**Run 1: sizing map**

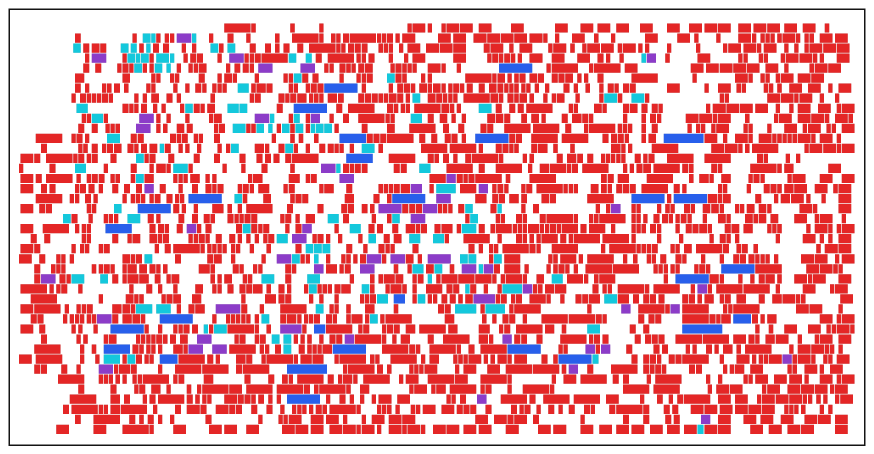
**Run 1: placed cells, one color a class**

Bar = 50 um.
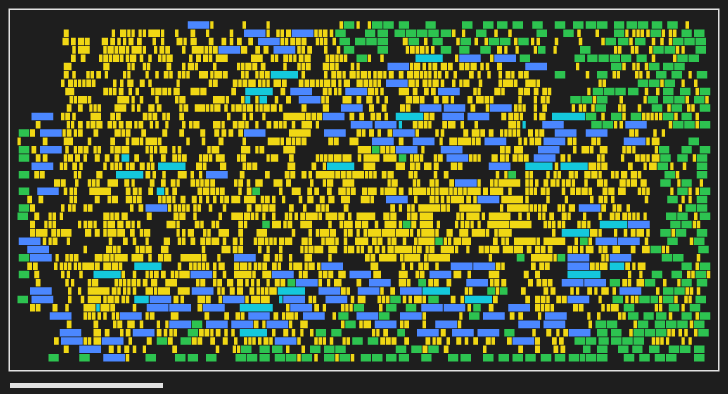
**Run 1: clock routing**

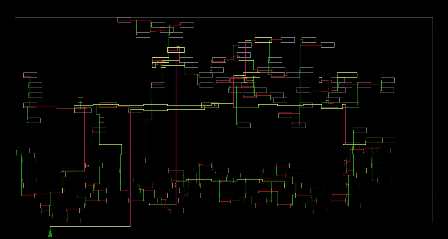
**config.mk**
```make
export PLATFORM = sky130hd
export DESIGN_NAME = arm_ldm_stm_seq
export DESIGN_NICKNAME = d
export VERILOG_FILES = /design/src/rtl/arm_ldm_stm_seq.sv
export SDC_FILE = /design/constraint.sdc
export NUM_CORES = 1
export LEC_CHECK = 0
export ABC_AREA = 1
export CAP_MARGIN = 20
export CORE_ASPECT_RATIO = 0.5
export CORE_MARGIN = 2
export CORE_UTILIZATION = 45
export CTS_CLUSTER_DIAMETER = 200
export CTS_CLUSTER_SIZE = 40
export DETAILED_ROUTE_END_ITERATION = 10
export HOLD_SLACK_MARGIN = 0.15
export PLACE_DENSITY = 0.72
export SLEW_MARGIN = 20
export SYNTH_ARGS = -nofsm -noshare
export SYNTH_HDL_FRONTEND = slang
export SYNTH_SLANG_ARGS = --single-unit
```
**constraint.sdc**
```tcl
create_clock -name i_clk -period 6.9 [get_ports i_clk]
set_clock_uncertainty 0.1 [all_clocks]
set_input_delay 1.38 -clock i_clk [delete_from_list [all_inputs] [get_ports i_clk]]
set_output_delay 1.38 -clock i_clk [all_outputs]
set_load 0.02 [all_outputs]
```
**src/rtl/arm_ldm_stm_seq.sv**
```systemverilog
// Multi-cycle LDM/STM block-transfer sequencer: walks the register list lowest first,
// one word access per listed register, then optional base writeback.
module arm_ldm_stm_seq #(
  parameter int unsigned ADDR_W = 32,
  parameter int unsigned DATA_W = 32
) (
  input  logic              i_clk,
  input  logic              i_rst,
  input  logic              i_start,
  input  logic [31:0]       i_inst,
  input  logic [ADDR_W-1:0] i_rn_val,
  output logic              o_busy,
  output logic              o_done,
  output logic              o_mem_req,
  output logic              o_mem_we,
  output logic [ADDR_W-1:0] o_mem_addr,
  output logic [DATA_W-1:0] o_mem_wdata,
  input  logic              i_mem_ready,
  input  logic [DATA_W-1:0] i_mem_rdata,
  output logic [3:0]        o_reg_rd_sel,
  input  logic [DATA_W-1:0] i_reg_rd_data,
  output logic [3:0]        o_write_rd,
  output logic              o_rd_we,
  output logic [DATA_W-1:0] o_rd_in,
  output logic              o_pc_we,
  output logic              o_rn_we,
  output logic [ADDR_W-1:0] o_rn_in
);

  typedef enum logic [2:0] {S_IDLE, S_SETUP, S_XFER, S_WB, S_DONE} state_t;

  state_t              r_state;
  state_t              w_state_nxt;
  logic                r_p, r_u, r_w, r_l;
  logic [3:0]          r_rn;
  logic [15:0]         r_list;
  logic [ADDR_W-1:0]   r_base;
  logic [ADDR_W-1:0]   r_addr;
  logic [ADDR_W-1:0]   r_rn_wb;
  logic                r_wb_en;

  logic [4:0]          w_cnt;
  logic [3:0]          w_lowest;
  logic [ADDR_W-1:0]   w_off;
  logic [ADDR_W-1:0]   w_start_addr;
  logic [15:0]         w_list_clr;
  logic                w_accept;
  logic                w_unused_ok;

  // Condition field, opcode class and S bit play no part in sequencing
  assign w_unused_ok = ^{i_inst[31:25], i_inst[22]};

  // List bookkeeping and start-address arithmetic
  always_comb begin
    w_cnt    = '0;
    w_lowest = '0;
    for (int i = 0; i < 16; i++) w_cnt = w_cnt + 5'(r_list[i]);
    for (int i = 15; i >= 0; i--) if (r_list[i]) w_lowest = 4'(i);
    w_off      = ADDR_W'(w_cnt) << 2;
    w_list_clr = r_list & ~(16'(1) << w_lowest);
    w_accept   = (r_state == S_XFER) && i_mem_ready;
    case ({r_p, r_u})
      2'b01:   w_start_addr = r_base;
      2'b11:   w_start_addr = r_base + ADDR_W'(4);
      2'b00:   w_start_addr = r_base - w_off + ADDR_W'(4);
      default: w_start_addr = r_base - w_off;
    endcase
  end

  always_ff @(posedge i_clk) begin
    if (i_rst) r_state <= S_IDLE;
    else       r_state <= w_state_nxt;
  end

  always_comb begin
    w_state_nxt = r_state;
    case (r_state)
      S_IDLE:  if (i_start) w_state_nxt = S_SETUP;
      S_SETUP: w_state_nxt = (w_cnt == 5'd0) ? S_WB : S_XFER;
      S_XFER:  if (w_accept && (w_list_clr == 16'd0)) w_state_nxt = S_WB;
      S_WB:    w_state_nxt = S_DONE;
      S_DONE:  w_state_nxt = S_IDLE;
      default: w_state_nxt = S_IDLE;
    endcase
  end

  // Instruction latch, address walk and writeback precompute
  always_ff @(posedge i_clk) begin
    if (i_rst) begin
      r_p     <= 1'b0;
      r_u     <= 1'b0;
      r_w     <= 1'b0;
      r_l     <= 1'b0;
      r_rn    <= '0;
      r_list  <= '0;
      r_base  <= '0;
      r_addr  <= '0;
      r_rn_wb <= '0;
      r_wb_en <= 1'b0;
    end else begin
      case (r_state)
        S_IDLE: if (i_start) begin
          r_p    <= i_inst[24];
          r_u    <= i_inst[23];
          r_w    <= i_inst[21];
          r_l    <= i_inst[20];
          r_rn   <= i_inst[19:16];
          r_list <= i_inst[15:0];
          r_base <= i_rn_val;
        end
        S_SETUP: begin
          r_addr  <= {w_start_addr[ADDR_W-1:2], 2'b00};
          r_rn_wb <= r_u ? (r_base + w_off) : (r_base - w_off);
          // A loaded base overrides writeback; an empty list never writes back
          r_wb_en <= r_w && !(r_l && r_list[r_rn]) && (w_cnt != 5'd0);
        end
        S_XFER: if (w_accept) begin
          r_list <= w_list_clr;
          r_addr <= r_addr + ADDR_W'(4);
        end
        default: ;
      endcase
    end
  end

  always_comb begin
    o_busy       = 1'b0;
    o_done       = 1'b0;
    o_mem_req    = 1'b0;
    o_mem_we     = 1'b0;
    o_mem_addr   = '0;
    o_mem_wdata  = '0;
    o_reg_rd_sel = '0;
    o_write_rd   = '0;
    o_rd_we      = 1'b0;
    o_rd_in      = '0;
    o_pc_we      = 1'b0;
    o_rn_we      = 1'b0;
    o_rn_in      = '0;
    case (r_state)
      S_SETUP: o_busy = 1'b1;
      S_XFER: begin
        o_busy       = 1'b1;
        o_mem_req    = 1'b1;
        o_mem_we     = ~r_l;
        o_mem_addr   = r_addr;
        o_reg_rd_sel = w_lowest;
        o_mem_wdata  = r_l ? '0 : i_reg_rd_data;
        if (i_mem_ready && r_l) begin
          o_write_rd = w_lowest;
          o_rd_in    = i_mem_rdata;
          o_pc_we    = (w_lowest == 4'd15);
          o_rd_we    = (w_lowest != 4'd15);
        end
      end
      S_WB: begin
        o_busy  = 1'b1;
        o_rn_we = r_wb_en;
        o_rn_in = r_rn_wb;
      end
      S_DONE: begin
        o_busy = 1'b1;
        o_done = 1'b1;
      end
      default: ;
    endcase
  end

endmodule

```
==> out/metrics.cfg, run 1 <==
[synth]
yosysUniqueCellTypes=64
avgSynthCellArea_um2=5.92
synth-edff-count=0
xor_share_pct=1.12
synth_cells=1968
ys_warn_count=0
ys_seq_share_pct=21.0
fa_ha_area_share_pct=4.32
ys_cells=1968
mux_share_pct=0
async_flop_share_pct=0
synthSimpleGateAreaFrac_pct=38.1
synth_area_mm2=0.0116
ys.flop_type=dfxtp_1
ys.flops=122
ys_area_mm2=0.0116
logic_family=simple AND/OR/NAND/NOR gates
aoi_share_pct=21.1

[worst_setup_path]
cp-end-kind=flip-flop
crit_slowest_cell=fa_1
cp_data_arrival_time_ns=6.72
critPathKind=reg -> reg
worst_path_most_repeated_cell=inv_1
critPathMaxFanout=7
crit_start=r_list[5]$_SDFFE_PP0P_
critPathMaxStageDelay_ns=0.54
timing.rr.start=r_list[5]$_SDFFE_PP0P_
cp-start-kind=flip-flop
worstPathRequired_ns=7.17

[clock_network]
cts_inserted_buffers=17
path_clk_slew_ns=0.06
clock_path_buffers=2
cts-resized-gates=0
htreeDepth=4
cts_root_buf=clkbuf_16
postCtsSetupRepairBufs=0
hold_buffers=0
tritoncts=done

[pwr]
leakage_uw=0.00617
power_density_mw_per_mm2=518
vdd_drop_max_v=0.000496
power_uw=7760

[global_routing]
grt_max_degree=95
track_usage_pct=34.0
antenna_found_initial=1
grt_remaining_overflow=0
grt_pass1_wl_um=71800
grt_pass1_vias=12600

[timing]
slew_violations=0
setup_tns_ns=0
tightest_slew_ns=0.991
hold_viol_final=0
max_slew_margin_pct=33.9
period_used_pct=93.5
clock.fmax_mhz=155
rsz0062_at_grt=no
setup_viol=0
min_period_ns=6.45

[drt]
num_vias=13900
vias_per_cell=5.51
drt_iter0_markers=1416
drt-pass1-iter-count=6
drc_errors=0
ant_nets=0
post_drt_wl_per_cell_um=18.6
wirelength_um=46900

[min_path]
hold_class=reg -> reg
hold_start=r_base[1]$_SDFFE_PP0P_

[floorplanning]
dieHeight_um=118
die_width_um=232
ios=275
fp_util_pct=46.1
dieArea_mm2=0.0273

[flow_run]
cap_viol_max_count=0
warning_count=42

[final_layout]
diodes=0
fin_nets=2338
drive_above_1_share_pct=8.88

[placed_design]
dp_hpwl_um=36000
place_congestion=1.01
port_buffers=264

[status]
outcome=finished, final reports clean

Back to the opening pictures, 'sizing map':
red -> _0 and _1 cells  # cells 1,990, share 91%
blue -> _6 and larger  # cells 28, share 1.3%
purple -> _3 and _4 cells  # cells 53, share 2.4%
cyan -> _2 cells  # cells 113, share 5.2%
synthesis-to-finish area growth: 28.6%
nonclk buf count: 283
post-route cell area: 0.0150 mm2
Final WS setup: 0.450 ns

Back to the opening pictures, 'placed cells, one color a class':
cyan -> clock drivers and dummy loads  # cells 30, share of their area 4.0%
yellow -> combinational and other logic  # cells 1,749, share of their area 60%
blue -> flops  # cells 122, share of their area 17%
green -> other buffers and delay cells  # cells 283, share of their area 19%
Util after Layout: 59.2%
FP Rows: 41
Std-Cell Core Area: 0.0253 mm2
Seq/total area: 16.3%

Back to the opening pictures, 'clock routing':
Worst-Skew Late Latency: 0.45 ns
clock buf count: 23
Seq cells: 122
Clk power: 917 uW
clk sinks: 122

-- run 1: final timing paths --
kind	cells past startpoint	end	slack, ns
hold / removal	2	r_base[1]$_SDFFE_PP0P_	0.34
hold reg to reg	2	r_base[1]$_SDFFE_PP0P_	0.34
setup / recovery	34	r_addr[18]$_SDFFE_PP0P_	0.45
setup reg to reg	34	r_addr[18]$_SDFFE_PP0P_	0.45
-- run 1: report_power, final --
group / switching, uW / total [uW] / internal (uW)
Sequential: 295 / 1240 / 948
Combinational: 3860 / 5600 / 1740
Clock: 336 / 917 / 581
Total: 4500 / 7760 / 3270
-- run 1: metrics by stage --
step / setup slack, ns / std cells / area (um2) / hold slack [ns]
2_1_floorplan: 1.37 / 1969 / 11700 / 0.320
3_3_place_gp: 0.545 / 2498 / 14400 / 0.331
3_5_place_dp: 0.507 / 2498 / 14400 / 0.335
4_1_cts: 0.466 / 2528 / 15000 / 0.344
5_1_grt: 0.00830 / 2528 / 15000 / 0.360
6_report: 0.450 / 2528 / 15000 / 0.340
-- run 1: state kept, by name, indices dropped and copies added, names as in the netlist --
| signal | flops |
|---|---|
| r_addr | 30 |
| r_base | 32 |
| r_list | 16 |
| r_p | 1 |
| r_state | 3 |
| r_wb_en | 1 |
| r_w | 1 |
| r_u | 1 |
| r_rn | 4 |
| r_rn_wb | 32 |
| r_l | 1 |
-- run 1: layout by cell type, fill, tap and decap left out, types with 34 or more instances in the layout --
cell type        netlist  final
nor2_1               247    247
nand2_1              416    416
inv_1                280    279
dfxtp_1              122    122
o211ai_1              48     48
nand4_1               34     34
nand3_1              126    124
clkdlybuf4s50_1        0    263
a21oi_1              173    172
o21ai_0              133    133
-- run 1: cell usage after synthesis (13+ instances only) --
library cell  number  area [um2]
a31oi_1           16         100
nand2_1          416        1560
xor2_1            13         114
nor4_1            14        87.6
nor2_2            21         131
ha_1              21         263
o21ai_1           16        80.1
nand4_1           34         213
inv_1            280        1050
nor2_4            18         203
nand3_1          126         631
nand2_2           26         163
inv_2             17        63.8
clkbuf_1          68         255
dfxtp_1          122        2440
nor2_1           247         927
nor3_1            25         125
o21ai_0          133         666
o211ai_1          48         360
a21oi_1          173         866
-- run 1: critical path, delay by kind of cell (launching register included) --
family	cells	cell delay, ns
AND-OR/OR-AND	4	0.73
adder cells (fa/ha/maj)	7	2.90
buffers and inverters	9	0.68
flip-flops	1	0.35
AND/OR/NAND/NOR	14	1.58
-- run 1: area by class of cell --
class | instances | area, um2
clock buffers | 23 | 468
clock inverters | 7 | 118
fillers | 2557 | 10300
inverters | 307 | 1170
multi-input cells | 1442 | 7570
flip-flops and latches | 122 | 2440
well taps | 344 | 430
repair buffers | 283 | 2780
-- run 1: routing by layer --
layer | GRT usage [%] | vias up | share of wire, %
met5 | 0 | - | 0
met4 | 12.9 | 0 | 3.7
met3 | 6.71 | 92 | 8.1
met2 | 53.8 | 613 | 44
met1 | 45.6 | 6441 | 44
li1 | - | 6782 | -
-- run 1: cell families after synthesis --
group,count (synthesis)
XOR/XNOR,14
buffers and inverters,405
adder cells (fa/ha/maj),33
AND-OR/OR-AND,429
other,1
AND/OR/NAND/NOR,964
flip-flops,122
**Run 1: clock distribution**

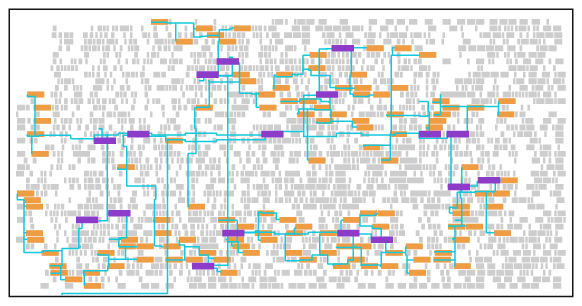

==> run 2, diff against run 1 <==
--- a/config.mk
+++ b/config.mk
@@ -10,6 +10,7 @@
 export CORE_ASPECT_RATIO = 0.5
 export CORE_MARGIN = 2
 export CORE_UTILIZATION = 45
+export CTS_BUF_LIST = sky130_fd_sc_hd__clkbuf_4 sky130_fd_sc_hd__clkbuf_8
 export CTS_CLUSTER_DIAMETER = 200
 export CTS_CLUSTER_SIZE = 40
 export DETAILED_ROUTE_END_ITERATION = 10
**Run 2: clock distribution**

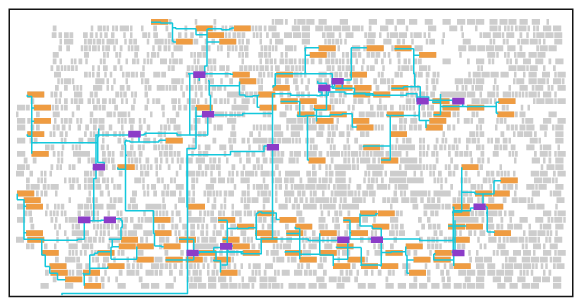
cyan -> clock wires  # length 1,890 um
purple -> clock drivers  # count 17
orange -> flip-flops  # count 122
flops lie = widely spread
Clock power frac: 9.2%
Clk power: 692 uW
Worst-Skew Late Latency: 0.49 ns

**Run 2: sizing map**

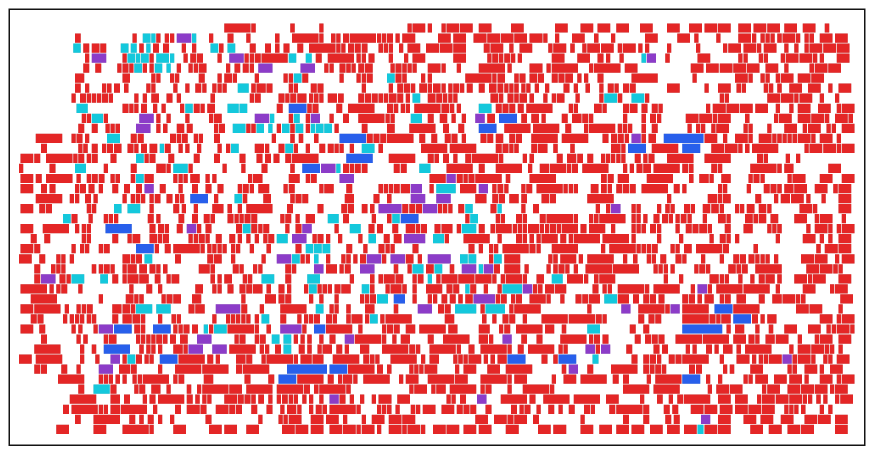
blue -> _6 and larger  # cells 28, share 1.3%
cyan -> _2 cells  # cells 111, share 5.1%
purple -> _3 and _4 cells  # cells 59, share 2.7%
red -> _0 and _1 cells  # cells 1,986, share 91%

==> run 2 against run 1 <==
Against the previous run: first-iteration DRC count shrank 2.9%; non-clock buffer count did not move; via count is essentially flat; global-route usage down 0.12 points; sequential power barely moved; critical path depth shrank 2; register-to-register slack worse by 0.04 ns; final cell count unchanged; synthesized cell count stayed put; synthesized area unchanged; combinational power about the same; fmax is 0.58% lower; largest power group unchanged; highest routed layer unchanged.
==> out/metrics.cfg, run 2 <==
[drt]
drc_errors=0  ; unchanged
vias_per_cell=5.51  ; about the same
drt-pass1-iter-count=9  ; +3
wirelength_um=46700  ; -0.36%
drt_iter0_markers=1375  ; -2.9%
ant_nets=0  ; unchanged
post_drt_wl_per_cell_um=18.5  ; -0.36%
num_vias=13900  ; -0.029%

[final_layout]
drive_above_1_share_pct=9.07  ; +0.18 points
syn_to_final_growth_pct=27.2
fin_nets=2338  ; unchanged
mostFrequentLayoutCells=nand2_1, inv_1, clkdlybuf4s50_1
layout_top_cell=nand2_1
fillerInstances=2601  ; +1.7%
diodes=0  ; unchanged
fin_cells=2528  ; unchanged
largestRegisters=r_base: 32 flops, r_rn_wb: 32 flops, r_addr: 30 flops

[flow_run]
cap_viol_max_count=0  ; unchanged
warning_count=42  ; unchanged

[timing]
min_period_ns=6.49  ; +0.0375 ns
slew_violations=0  ; unchanged
tightest_slew_ns=1.03  ; +0.0372 ns
hold_viol_final=0  ; unchanged
setup_viol=0  ; unchanged
setup_tns_ns=0  ; unchanged
max_slew_margin_pct=31.5  ; -2.5 points
clock.fmax_mhz=154  ; -0.58%
period_used_pct=94.0  ; +0.54 points
rsz0062_at_grt=no

[synth]
yosysUniqueCellTypes=64  ; unchanged
ys_warn_count=0  ; unchanged
synth_area_mm2=0.0116  ; unchanged
async_flop_share_pct=0  ; unchanged
ys_seq_share_pct=21.0  ; unchanged
synth_cells=1968  ; unchanged
top_cell=nand2_1
top_cell_area_share_pct=21.0  ; unchanged
ys_area_mm2=0.0116  ; unchanged
synth-edff-count=0  ; unchanged
ys.flop_type=dfxtp_1
ys.flops=122  ; unchanged
avgSynthCellArea_um2=5.92  ; unchanged
common_cells=nand2_1, inv_1, nor2_1, a21oi_1, o21ai_0
ys_cells=1968  ; unchanged
netlist.top_cell.by_area=dfxtp_1
area_leaders=dfxtp_1, nand2_1, inv_1, nor2_1, a21oi_1

[worst_setup_path]
reg2reg_to=r_addr[17]$_SDFFE_PP0P_
cp-start-kind=flip-flop
worst_path_most_repeated_cell=inv_1
critPathMaxFanout=8  ; +1
endpoint=r_addr[17]$_SDFFE_PP0P_
rr_worst_depth=32  ; -5.9%
rrSetupSlack_ns=0.41  ; -0.04 ns
worstPathRequired_ns=7.23  ; +0.06 ns
crit_slowest_cell=fa_1
critPathMaxStageDelay_ns=0.52  ; -0.02 ns
cp_data_arrival_time_ns=6.81  ; +0.09 ns
timing.rr.start=r_list[9]$_SDFFE_PP0P_
critPathKind=reg -> reg
crit_start=r_list[9]$_SDFFE_PP0P_
cp-end-kind=flip-flop

[placed_design]
dp_hpwl_um=36000  ; unchanged
dp_cells=2498  ; unchanged
port_buffers=264  ; unchanged
place_congestion=1.01  ; unchanged

[floorplanning]
num_rows=41  ; unchanged
ios=275  ; unchanged
core_area_mm2=0.0253  ; unchanged
fp_util_pct=46.1  ; unchanged
dieHeight_um=118  ; unchanged
dieArea_mm2=0.0273  ; unchanged
die_width_um=232  ; unchanged

[clock_network]
hold_buffers=0  ; unchanged
cts_root_buf=clkbuf_8
tritoncts=done
clock_path_buffers=2  ; unchanged
htreeDepth=4  ; unchanged
cts_inserted_buffers=17  ; unchanged
path_clk_slew_ns=0.08  ; +0.02 ns
clock-sinks=122  ; unchanged

[min_path]
hold_class=reg -> reg

[pwr]
power_uw=7550  ; -2.8%
power.switching_uw=4470  ; -0.60%
switching_share_pct=59.2  ; +1.3 points
power_density_mw_per_mm2=509  ; -1.7%
seqPwrFrac_pct=16.4  ; +0.4 points
internal_power_uw=3080  ; -5.8%
leakage_uw=0.00610  ; -1.1%
vdd_drop_max_v=0.000499  ; +0.63%
p_comb_share_pct=74.4  ; +2.2 points

[global_routing]
grt_pass1_vias=12500  ; -0.96%
track_usage_pct=33.9  ; -0.12 points
grt_max_degree=95  ; unchanged
grt_pass1_wl_um=71600  ; -0.27%
grt_remaining_overflow=0  ; unchanged
antenna_found_initial=1  ; unchanged

[status]
outcome=finished, final reports clean

[run 2: worst min path at each step]
stage,startpoint,endpoint,slack (ns),cells after the start
6_report,r_base[1]$_SDFFE_PP0P_,r_base[1]$_SDFFE_PP0P_,0.34,2
3_3_place_gp,r_base[0]$_SDFFE_PP0P_,r_base[0]$_SDFFE_PP0P_,0.33,2
5_1_grt,r_base[0]$_SDFFE_PP0P_,r_base[0]$_SDFFE_PP0P_,0.36,2
3_5_place_dp,r_base[0]$_SDFFE_PP0P_,r_base[0]$_SDFFE_PP0P_,0.34,2
2_1_floorplan,r_base[0]$_SDFFE_PP0P_,r_base[0]$_SDFFE_PP0P_,0.32,2
4_1_cts,r_base[0]$_SDFFE_PP0P_,r_base[0]$_SDFFE_PP0P_,0.35,2
[run 2: final cells by class]
type                            instances  area [um2]  area share (%)
Multi-Input combinational cell       1442        7580            51.2
Timing Repair Buffer                  283        2780            18.8
Sequential cell                       122        2440            16.5
Inverter                              307        1170            7.90
Tap cell                              344         430            2.90
Clock buffer                           23         292            1.97
Clock inverter                          7         118           0.794
[run 2: worst max-delay path, delay by kind of cell, from the launching register on]
| kind | cells | cell delay (ns) |
|---|---|---|
| DFF | 1 | 0.42 |
| and+or+nand+nor | 11 | 1.20 |
| adders and majority gates | 7 | 2.78 |
| AOI/OAI and AO/OA | 6 | 1.35 |
| buffers and inverters | 8 | 0.56 |
[run 2: power groups by stage]
stage	sequential, uW	clock (uW)	combinational [uW]
2_1_floorplan	1120	0	4070
3_3_place_gp	1240	0	5420
3_5_place_dp	1240	0	5460
4_1_cts	1230	700	5500
5_1_grt	1270	728	6230
6_report	1240	692	5610
[run 2: metal layers]
metal,vias up,GRT usage [%],part of all wire [%]
met2,644,53.8,44
met4,0,11.3,3.3
met1,6409,45.7,43
met3,94,6.88,9.0
li1,6777,-,-
met5,-,0,0
[run 2: stage by stage]
stage	cell area, um2	setup WS (ns)	utilization, %	hold slack [ns]
after detailed placement	14400	0.507	56.9	0.335
final	14800	0.412	58.6	0.342
after global placement	14400	0.545	56.9	0.331
after global routing	14800	0.00348	58.6	0.364
after floorplan	11700	1.37	-	0.320
after CTS	14800	0.474	58.5	0.346
[run 2: timing repair]
| item | CTS | global route |
|---|---|---|
| hold endpoints to repair | 0 | 0 |
| buffers inserted | 0 | 0 |
| endpoints found under the setup margin | 0 | 8 |
| gates resized | 0 | 6 |
[run 2: logic make-up after synthesis]
group | count (synthesis) | share of synthesized area (%)
fa+ha+maj | 33 | 4.32
compound gates | 429 | 21.1
buf+inv | 405 | 14.3
other cells | 1 | 0.0322
simple gates | 964 | 38.1
flops | 122 | 21.0
xor+xnor | 14 | 1.12
**Run 2: placed cells, one color a class**

Bar = 50 um.
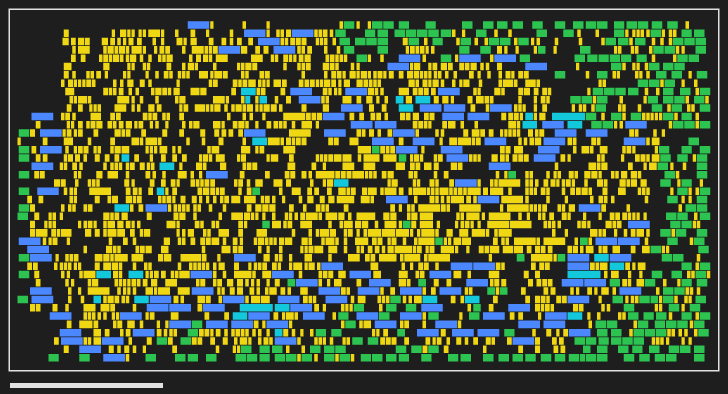

==> run 3, diff against run 2 <==
--- a/config.mk
+++ b/config.mk
@@ -7,16 +7,18 @@
 export LEC_CHECK = 0
 export ABC_AREA = 1
 export CAP_MARGIN = 20
+export CELL_PAD_IN_SITES_DETAIL_PLACEMENT = 0
+export CELL_PAD_IN_SITES_GLOBAL_PLACEMENT = 1
 export CORE_ASPECT_RATIO = 0.5
 export CORE_MARGIN = 2
-export CORE_UTILIZATION = 45
+export CORE_UTILIZATION = 35
 export CTS_BUF_LIST = sky130_fd_sc_hd__clkbuf_4 sky130_fd_sc_hd__clkbuf_8
 export CTS_CLUSTER_DIAMETER = 200
 export CTS_CLUSTER_SIZE = 40
 export DETAILED_ROUTE_END_ITERATION = 10
 export HOLD_SLACK_MARGIN = 0.15
-export PLACE_DENSITY = 0.72
-export SLEW_MARGIN = 20
+export PLACE_DENSITY = 0.82
+export SETUP_SLACK_MARGIN = 0.3
 export SYNTH_ARGS = -nofsm -noshare
 export SYNTH_HDL_FRONTEND = slang
 export SYNTH_SLANG_ARGS = --single-unit
**Run 3: placed cells, one color a class**

Bar = 100 um.
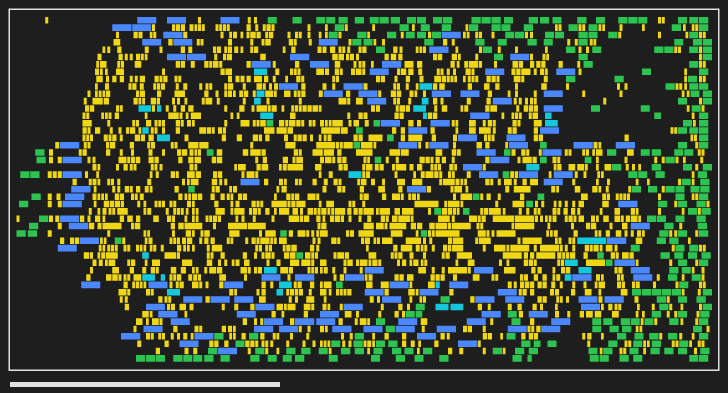
yellow -> combinational and other logic  # cells 1,749, share of their area 61%
cyan -> clock drivers and dummy loads  # cells 30, share of their area 2.4%
blue -> flops  # cells 122, share of their area 17%
green -> other buffers and delay cells  # cells 292, share of their area 20%
Seq/total area: 16.3%
Std-Cell Core Area: 0.0329 mm2
Util after Layout: 45.6%
FP Rows: 47

**Run 3: clock distribution**

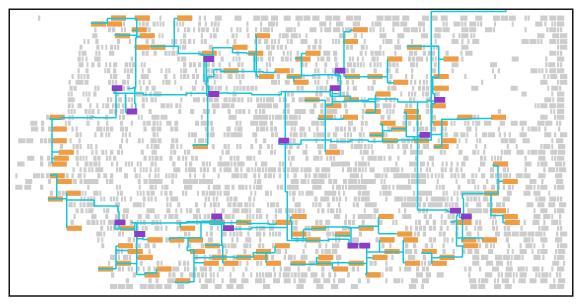
purple -> clock drivers  # count 17
cyan -> clock wires  # length 2,100 um
orange -> flip-flops  # count 122
routed clock nets = 18
Clock power frac: 8.1%
Clk power: 609 uW
Worst-Skew Late Latency: 0.50 ns

==> run 3 against run 2 <==
Against the previous run: non-clock buffer count increased by 9; routed wire length is essentially flat; clock power decreased by 12%; sequential cell count did not move; combinational power rose by 1%; final cell count is 4.2% higher; design area up 1.3%; largest power group unchanged; utilization is 13 points lower; clock-buffer cell count down 5; sequential share of layout area fell by 0.20 points; global-route usage fell by 7.4 points.
==> out/metrics.cfg, run 3 <==
[status]
outcome=finished, final reports clean

[clock_network]
cts_root_buf=clkbuf_8
cts_inserted_buffers=17  ; unchanged
tritoncts=done
clock_path_buffers=2  ; unchanged
htreeDepth=4  ; unchanged
hold_buffers=0  ; unchanged
clock-sinks=122  ; unchanged
path_clk_slew_ns=0.08  ; about the same

[synth]
common_cells=nand2_1, inv_1, nor2_1, a21oi_1, o21ai_0
area_leaders=dfxtp_1, nand2_1, inv_1, nor2_1, a21oi_1
ys_cells=1968  ; unchanged
ys_area_mm2=0.0116  ; unchanged
async_flop_share_pct=0  ; unchanged
ys.flops=122  ; unchanged
top_cell=nand2_1
top_cell_area_share_pct=21.0  ; unchanged
ys.flop_type=dfxtp_1
yosysUniqueCellTypes=64  ; unchanged
synth_area_mm2=0.0116  ; unchanged
ys_warn_count=0  ; unchanged
netlist.top_cell.by_area=dfxtp_1
avgSynthCellArea_um2=5.92  ; unchanged
synth-edff-count=0  ; unchanged
synth_cells=1968  ; unchanged

[final_layout]
largestRegisters=r_base: 32 flops, r_rn_wb: 32 flops, r_addr: 30 flops
design_area_mm2=0.0150  ; +1.3%
fin_nets=2347  ; +0.38%
mostFrequentLayoutCells=nand2_1, inv_1, clkdlybuf4s50_1
drive_above_1_share_pct=9.67  ; +0.60 points
syn_to_final_growth_pct=28.8
fin_cells=2635  ; +4.2%
layout_top_cell=nand2_1

[global_routing]
track_usage_pct=26.5  ; -7.4 points
grt_pass1_wl_um=70600  ; -1.5%
met1_usage_pct=37.4  ; -8.3 points
grt_pass1_vias=12100  ; -3.1%
grt_remaining_overflow=0  ; unchanged
met3_usage_pct=5.80  ; -1.1 points
grt_max_degree=76  ; -20%
met2_usage_pct=40.3  ; -14 points
antenna_found_initial=2  ; +1
gr-max-usage-layer=met2

[worst_setup_path]
cp-end-kind=flip-flop
critPathKind=reg -> reg
rr_worst_depth=35  ; +9.4%
critPathMaxStageDelay_ns=0.55  ; +0.03 ns
crit_slowest_cell=fa_1
cp_data_arrival_time_ns=6.61  ; -0.20 ns
worst_path_most_repeated_cell=inv_1
critPathMaxFanout=5  ; -3
worstPathRequired_ns=7.24  ; about the same
cp-start-kind=flip-flop

[min_path]
hold_class=reg -> reg
min_path_cells=2  ; unchanged

[placed_design]
dp_hpwl_um=36200  ; +0.77%
port_buffers=264  ; unchanged
dp_slack_ns=0.571  ; +0.0646 ns
dp_cells=2599  ; +4.0%
dpl_cell_area_mm2=0.0145  ; +1.1%

[drt]
drt_iter0_markers=1216  ; -12%
wirelength_um=46700  ; about the same
vias_per_cell=5.16  ; -6.2%
post_drt_wl_per_cell_um=17.7  ; -4.1%
drc_errors=0  ; unchanged
drt-pass1-iter-count=5  ; -4
num_vias=13600  ; -2.3%

[timing]
min_period_ns=6.27  ; -0.219 ns
rsz0062_at_grt=yes
tightest_slew_ns=1.00  ; -0.0265 ns
hold_viol_final=0  ; unchanged
period_used_pct=90.9  ; -3.2 points
clock.fmax_mhz=160  ; +3.5%
setup_viol=0  ; unchanged
slew_violations=0  ; unchanged
fin_ws_ns=0.631  ; +0.219 ns
setup_tns_ns=0  ; unchanged

[floorplanning]
ios=275  ; unchanged
dieArea_mm2=0.0348  ; +28%
fp_util_pct=35.4  ; -11 points
die_width_um=262  ; +13%
dieHeight_um=133  ; +13%

[pwr]
vdd_drop_max_v=0.000373  ; -25%
power_density_mw_per_mm2=501  ; -1.6%

[flow_run]
cap_viol_max_count=0  ; unchanged
warning_count=43  ; +2.4%

-- run 3: repair_timing --
| item | in CTS | in global routing |
|---|---|---|
| gates resized | 0 | 16 |
| endpoints found under the setup margin | 0 | 22 |
| buffers inserted | 0 | 5 |
| endpoints found under the hold margin | 0 | 0 |
-- run 3: final cells by class --
| type | instances | area, um2 |
|---|---|---|
| antenna | 1 | 2.50 |
| sequential | 122 | 2440 |
| tap | 441 | 552 |
| timing repair buffer | 292 | 2850 |
| multi-input combinational | 1442 | 7640 |
| fill | 3645 | 17900 |
| clock buffer | 18 | 241 |
| inverter | 307 | 1170 |
| clock inverter | 12 | 104 |
-- run 3: cells by family after synthesis --
kind of cell | count (synthesis) | share of synthesized area (%)
AND/OR/NAND/NOR | 964 | 38.1
AND-OR/OR-AND | 429 | 21.1
buffers and inverters | 405 | 14.3
flip-flops | 122 | 21.0
adder cells (fa/ha/maj) | 33 | 4.32
XOR/XNOR | 14 | 1.12
other | 1 | 0.0322
-- run 3: stage by stage --
| stage | total power [uW] | hold slack, ns |
|---|---|---|
| after floorplan | 5190 | 0.320 |
| after global placement | 6700 | 0.334 |
| after detailed placement | 6730 | 0.336 |
| after CTS | 7360 | 0.348 |
| after global routing | 8220 | 0.380 |
| final | 7520 | 0.347 |
-- run 3: path summary, 6_finish.rpt --
path                           from                       to  slack (ns)
max reg2reg  r_list[5]$_SDFFE_PP0P_  r_addr[24]$_SDFFE_PP0P_        0.63
min          r_base[1]$_SDFFE_PP0P_   r_base[1]$_SDFFE_PP0P_        0.35
min reg2reg  r_base[1]$_SDFFE_PP0P_   r_base[1]$_SDFFE_PP0P_        0.35
max          r_list[5]$_SDFFE_PP0P_  r_addr[24]$_SDFFE_PP0P_        0.63
-- run 3: power by group --
group	internal, uW	total (uW)	switching, uW
registers	947	1240	289
logic	1820	5670	3850
clock network	281	609	329
total	3050	7520	4470
-- run 3: worst max-delay path: cells and delay by family, from the launching register on --
family | cells | cell delay [ns]
AND-OR/OR-AND | 5 | 0.85
adder cells (fa/ha/maj) | 7 | 2.66
buffers and inverters | 11 | 0.95
flip-flops | 1 | 0.35
AND/OR/NAND/NOR | 12 | 1.28
-- run 3: layer usage --
layer,routed length [um],vias up
met2,20100,496
li1,-,6806
met4,986,2
met5,10,-
met3,4040,51
met1,21600,6252

## Gallery

Met1 routing.
Supply wires on this layer in gray.
picture 1
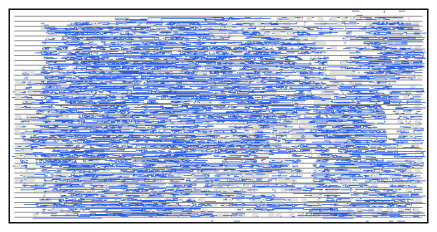
picture 2
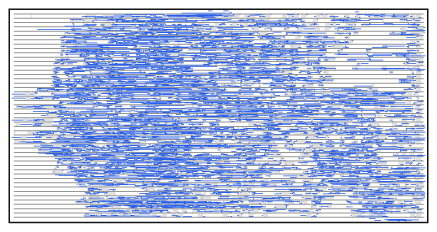
Picture 2 comes from run 3.
Picture 1 comes from run 1.

Power is estimated from default activity; no workload was simulated.
